<file path="config.mk">
export PLATFORM = sky130hd
export DESIGN_NAME = alu_cmd_sequencer
export DESIGN_NICKNAME = d
export VERILOG_FILES = /design/src/rtl/alu_cmd_sequencer.sv
export SDC_FILE = /design/constraint.sdc
export NUM_CORES = 1
export LEC_CHECK = 0
export CELL_PAD_IN_SITES_DETAIL_PLACEMENT = 1
export CELL_PAD_IN_SITES_GLOBAL_PLACEMENT = 1
export CORE_AREA = 2 2 66 93
export DETAILED_ROUTE_END_ITERATION = 7
export DIE_AREA = 0 0 68 95
export GPL_TIMING_DRIVEN = 0
export PLACE_DENSITY_LB_ADDON = 0.1
export SYNTH_ARGS = -nofsm -noshare
export SYNTH_HDL_FRONTEND = slang
export SYNTH_SLANG_ARGS = --single-unit
</file>
<file path="constraint.sdc">
create_clock -name clk -period 2.1 [get_ports clk]
set_clock_uncertainty 0.2 [all_clocks]
set_input_delay 0.315 -clock clk [delete_from_list [all_inputs] [get_ports clk]]
set_output_delay 0.315 -clock clk [all_outputs]
set_load 0.01 [all_outputs]
</file>
<file path="src/rtl/alu_cmd_sequencer.sv">
// Front-end controller for the 4-bit ALU: debounces four push buttons into one-shot
// commands, sequences operand/select loading and execution, and captures ALU results.
module alu_cmd_sequencer #(
  parameter int DEBOUNCE_CYCLES = 16,
  parameter int ALU_LATENCY     = 1
) (
  input  logic       clk,
  input  logic       rst,
  input  logic       push1,
  input  logic       push2,
  input  logic       push3,
  input  logic       push4,
  input  logic [3:0] no,
  output logic [3:0] alu_a,
  output logic [3:0] alu_b,
  output logic [1:0] alu_sel,
  input  logic [3:0] alu_res,
  input  logic [3:0] alu_flags,
  output logic [3:0] res,
  output logic [3:0] flags,
  output logic [2:0] loaded,
  output logic       busy,
  output logic       done,
  output logic       err
);

  localparam int CNT_W  = (DEBOUNCE_CYCLES > 2) ? $clog2(DEBOUNCE_CYCLES) : 1;
  localparam int WAIT_W = (ALU_LATENCY > 1) ? $clog2(ALU_LATENCY) : 1;
  localparam logic [CNT_W-1:0]  CNT_LAST  = CNT_W'(DEBOUNCE_CYCLES - 1);
  localparam logic [WAIT_W-1:0] WAIT_LAST = WAIT_W'(ALU_LATENCY - 1);

  typedef enum logic [1:0] {
    ST_IDLE    = 2'd0,
    ST_ISSUE   = 2'd1,
    ST_WAIT    = 2'd2,
    ST_CAPTURE = 2'd3
  } state_t;

  logic [3:0] raw_s;
  logic [3:0] event_s;

  assign raw_s = {push4, push3, push2, push1};

  for (genvar i = 0; i < 4; i++) begin : g_btn
    logic             s1_r;
    logic             s2_r;
    logic             lvl_r;
    logic             ev_r;
    logic [CNT_W-1:0] cnt_r;

    // Synchronise the raw button, debounce it, and pulse once on each accepted rising level.
    always_ff @(posedge clk or posedge rst) begin
      if (rst) begin
        s1_r  <= 1'b0;
        s2_r  <= 1'b0;
        lvl_r <= 1'b0;
        ev_r  <= 1'b0;
        cnt_r <= {CNT_W{1'b0}};
      end else begin
        s1_r <= raw_s[i];
        s2_r <= s1_r;
        ev_r <= 1'b0;
        if (s2_r != lvl_r) begin
          if (cnt_r == CNT_LAST) begin
            lvl_r <= s2_r;
            cnt_r <= {CNT_W{1'b0}};
            ev_r  <= s2_r;
          end else begin
            cnt_r <= cnt_r + CNT_W'(1);
          end
        end else begin
          cnt_r <= {CNT_W{1'b0}};
        end
      end
    end

    assign event_s[i] = ev_r;
  end

  state_t            state_r;
  state_t            state_nxt_s;
  logic [WAIT_W-1:0] wait_cnt_r;
  logic [3:0]        a_r;
  logic [3:0]        b_r;
  logic [1:0]        sel_r;
  logic [3:0]        res_r;
  logic [3:0]        flags_r;
  logic [2:0]        loaded_r;
  logic              busy_r;
  logic              done_r;
  logic              err_r;
  logic              ld_a_s;
  logic              ld_b_s;
  logic              ld_sel_s;
  logic              err_s;
  logic              cap_s;
  logic              wait_clr_s;

  // State register.
  always_ff @(posedge clk or posedge rst) begin
    if (rst) begin
      state_r <= ST_IDLE;
    end else begin
      state_r <= state_nxt_s;
    end
  end

  // Next-state logic.
  always_comb begin
    state_nxt_s = state_r;
    case (state_r)
      ST_IDLE: begin
        if (event_s[3] && (loaded_r == 3'b111)) begin
          state_nxt_s = ST_ISSUE;
        end else begin
          state_nxt_s = ST_IDLE;
        end
      end
      ST_ISSUE: state_nxt_s = ST_WAIT;
      ST_WAIT: begin
        if (wait_cnt_r == WAIT_LAST) begin
          state_nxt_s = ST_CAPTURE;
        end else begin
          state_nxt_s = ST_WAIT;
        end
      end
      ST_CAPTURE: state_nxt_s = ST_IDLE;
      default:    state_nxt_s = ST_IDLE;
    endcase
  end

  // Command decode; execute outranks the loads, and only one event acts per cycle.
  always_comb begin
    ld_a_s     = 1'b0;
    ld_b_s     = 1'b0;
    ld_sel_s   = 1'b0;
    err_s      = 1'b0;
    cap_s      = 1'b0;
    wait_clr_s = 1'b0;
    case (state_r)
      ST_IDLE: begin
        if (event_s[3]) begin
          err_s = (loaded_r != 3'b111);
        end else if (event_s[0]) begin
          ld_a_s = 1'b1;
        end else if (event_s[1]) begin
          ld_b_s = 1'b1;
        end else if (event_s[2]) begin
          ld_sel_s = 1'b1;
        end else begin
          err_s = 1'b0;
        end
      end
      ST_ISSUE:   wait_clr_s = 1'b1;
      ST_CAPTURE: cap_s = 1'b1;
      default:    cap_s = 1'b0;
    endcase
  end

  // Operand, result and status registers that drive every output.
  always_ff @(posedge clk or posedge rst) begin
    if (rst) begin
      a_r        <= 4'd0;
      b_r        <= 4'd0;
      sel_r      <= 2'd0;
      res_r      <= 4'd0;
      flags_r    <= 4'd0;
      loaded_r   <= 3'd0;
      busy_r     <= 1'b0;
      done_r     <= 1'b0;
      err_r      <= 1'b0;
      wait_cnt_r <= {WAIT_W{1'b0}};
    end else begin
      if (ld_a_s) begin
        a_r         <= no;
        loaded_r[0] <= 1'b1;
      end
      if (ld_b_s) begin
        b_r         <= no;
        loaded_r[1] <= 1'b1;
      end
      if (ld_sel_s) begin
        sel_r       <= no[1:0];
        loaded_r[2] <= 1'b1;
      end
      if (cap_s) begin
        res_r   <= alu_res;
        flags_r <= alu_flags;
      end
      if (wait_clr_s) begin
        wait_cnt_r <= {WAIT_W{1'b0}};
      end else if (state_r == ST_WAIT) begin
        wait_cnt_r <= wait_cnt_r + WAIT_W'(1);
      end
      busy_r <= (state_nxt_s != ST_IDLE);
      done_r <= cap_s;
      err_r  <= err_s;
    end
  end

  assign alu_a   = a_r;
  assign alu_b   = b_r;
  assign alu_sel = sel_r;
  assign res     = res_r;
  assign flags   = flags_r;
  assign loaded  = loaded_r;
  assign busy    = busy_r;
  assign done    = done_r;
  assign err     = err_r;

endmodule

</file>
==> impl_metrics.ini, run 1 <==
; physical design summary
[setup_path]
r2r_end = alu_b[0]$_DFFE_PP0P_
crit_arrival_ps = 1850
cp.depth = 6
crit_chain = inv_1 > ha_1 > nor3b_2 > and2_4 > buf_6 > mux2_4
worstSetupPathType = reg2reg
crit_start = state_r[0]$_DFF_PP0_
crit_end = alu_b[0]$_DFFE_PP0P_
startpoint_type = flip-flop

[logic_synthesis]
ys_sh_xor = 0.0308
yosys.area.top_type = dfrtp_1
synthTopCellsByArea = dfrtp_1 65%, mux2_2 8.9%, ha_1 4.4%
syn_area_sq_mm = 0.00227
synthArstFlopShare = 1.00
top_logic_kind = multiplexers
synthTopCellsByCount = 59 x dfrtp_1, 18 x mux2_2, 8 x a21oi_1, 8 x ha_1, 8 x xnor2_1
yosys_most_used_dff = dfrtp_1
synth-edff-count = 0

[cells_and_area]
logic_area_sq_um = 756
largest_register = g_btn.cnt_r
num_antenna_cells = 0
nFillCells = 580
fin_util = 0.538

[global_route]
antenna_found_initial = 0
track_usage = 0.164
use_met1 = 0.172
grt-busiest-layer = met2

[power]
power_mw = 2.73
pwr-share-clk = 0.514
p_leak_nw = 1.39
pg_seq_mw = 1.20

[outcome]
status = completed

[floorplan]
fp_util = 0.399
chip_area_sq_mm = 0.00646

[timing]
grt_setup_unrepaired = false

[route]
dr.max_layer_used = met4
met2_length_mm = 2.56
routedWlPerCell_microns = 15.9
wl_met3_microns = 264
drt_wl_total_mm = 4.54

[min_path]
worstHoldStart = g_btn[0].s1_r$_DFF_PP0_

[flow_run]
max_cap_violations = 0
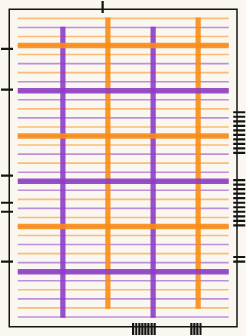
Run 1: PDN straps and rails
Pins as bars on the die edge.
| color | net |
|---|---|
| purple | VSS |
| orange | VDD |
met1 rails: 34
signal pins: 42
rows: 33

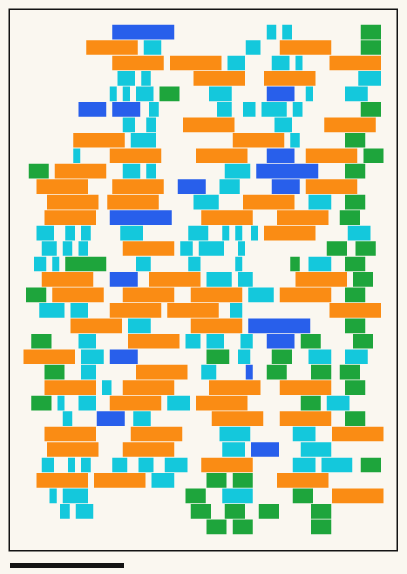
Run 1: placed cells, one color a class
The bar under the picture is 20 microns long.
| color | class | cells |
|---|---|---|
| orange | flip-flops | 59 |
| cyan | all other logic | 96 |
| blue | clock drivers and dummy loads | 16 |
| green | other buffers and delay cells | 44 |

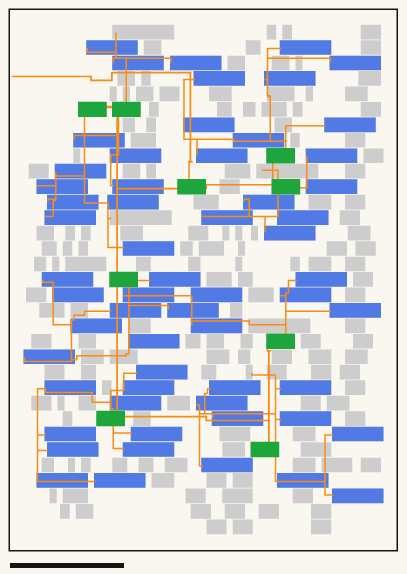
Run 1: clock distribution
The bar under the picture is 20 microns long.
[orange] clock wires | length: 714 microns
[green] cells driving clock nets | count: 9
[blue] flip-flops | count: 59
flops lie: all over the die
routed clock nets: 10

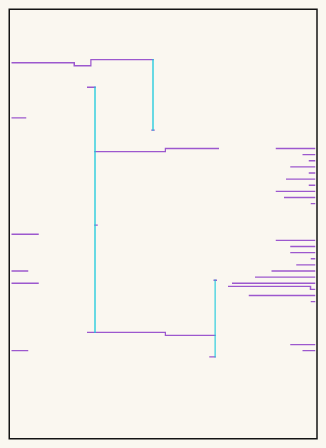
Run 1: wiring by layer
Only two layers are drawn.
| color | layer | wire length |
|---|---|---|
| cyan | met4 | 87.0 microns |
| purple | met3 | 264 microns |

## Run 2: what changed since run 1
--- a/config.mk
+++ b/config.mk
@@ -7,9 +7,9 @@
 export LEC_CHECK = 0
 export CELL_PAD_IN_SITES_DETAIL_PLACEMENT = 1
 export CELL_PAD_IN_SITES_GLOBAL_PLACEMENT = 1
-export CORE_AREA = 2 2 66 93
+export CORE_AREA = 2 2 56 110
 export DETAILED_ROUTE_END_ITERATION = 7
-export DIE_AREA = 0 0 68 95
+export DIE_AREA = 0 0 58 112
 export GPL_TIMING_DRIVEN = 0
 export PLACE_DENSITY_LB_ADDON = 0.1
 export SYNTH_ARGS = -nofsm -noshare
==> constraint.sdc (replaced) <==
create_clock -name clk -period 2.1 [get_ports clk]
set_clock_uncertainty 0.2 [all_clocks]
set_input_delay 0.315 -clock clk [delete_from_list [all_inputs] [get_ports clk]]
set_output_delay 0.315 -clock clk [all_outputs]
set_load 0.05 [all_outputs]
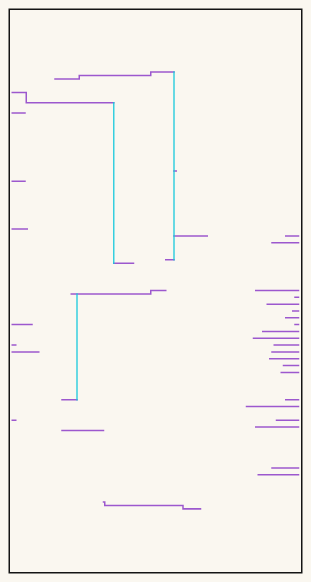
Run 2: wiring by layer
Only two layers are drawn.
| color | layer | wire length |
|---|---|---|
| purple | met3 | 235 microns |
| cyan | met4 | 90.4 microns |

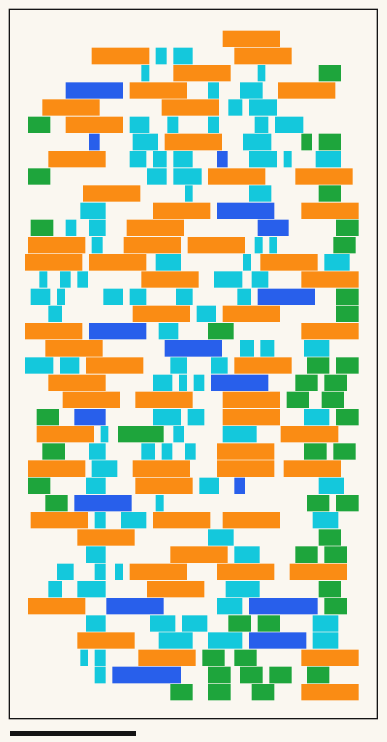
Run 2: placed cells, one color a class
The bar under the picture is 20 microns long.
| color | class | cells |
|---|---|---|
| blue | clock drivers and dummy loads | 16 |
| cyan | all other logic | 96 |
| orange | flip-flops | 59 |
| green | other buffers and delay cells | 44 |

==> run 2 against run 1 <==
Critical path depth shrank 5. Via count rose by 1.5%. Setup slack worse by 180 ps. First-iteration DRC count up 25%. Flip-flop count unchanged. Sequential share of layout area down 0.64 points. Sequential power about the same. Highest routed layer unchanged.
==> impl_metrics.ini, run 2 <==
; physical design summary
[min_path]
worstHoldStart = g_btn[2].s1_r$_DFF_PP0_
hold-path-cell-count = 0

[cells_and_area]
num_antenna_cells = 0
logic_area_sq_um = 756
fin_util = 0.549
largest_register = g_btn.cnt_r

[route]
dr.max_layer_used = met4
wl_met3_microns = 234
routedWlPerCell_microns = 16.8
drt_wl_total_mm = 4.65

[clocking]
postCtsSetupBuffers = 0

[global_route]
track_usage = 0.169
antenna_found_initial = 0
use_met1 = 0.161

[power]
ir_drop_mv = 0.907
pg_seq_mw = 1.20
p_leak_nw = 1.42
power_mw = 2.92
pwr-share-clk = 0.539

[timing]
grt_setup_unrepaired = false

[setup_path]
crit_chain = clkdlybuf4s50_1
crit_start = loaded[1]$_DFFE_PP0P_
cp.depth = 1
crit_arrival_ps = 1500
crit_end = loaded[1]
worstSetupPathType = reg2out
r2r_end = alu_b[2]$_DFFE_PP0P_
cp_slowest_stage_delay_ps = 820
startpoint_type = flip-flop

[logic_synthesis]
synthTopCellsByCount = 59 x dfrtp_1, 18 x mux2_2, 8 x a21oi_1, 8 x ha_1, 8 x xnor2_1
yosys_most_used_dff = dfrtp_1
synth-edff-count = 0
top_logic_kind = multiplexers
synthArstFlopShare = 1.00
synthTopCellsByArea = dfrtp_1 65%, mux2_2 8.9%, ha_1 4.4%

[floorplan]
chip_area_sq_mm = 0.00650
fp_util = 0.402

[flow_run]
max_cap_violations = 0

[outcome]
status = completed
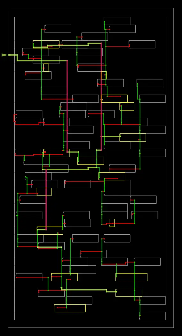
Run 2: clock wiring as the flow saved it
Clock Power: 1.57 mW
Flop Count: 59

Power figures rest on the tool's default switching activity, not on a simulated workload.
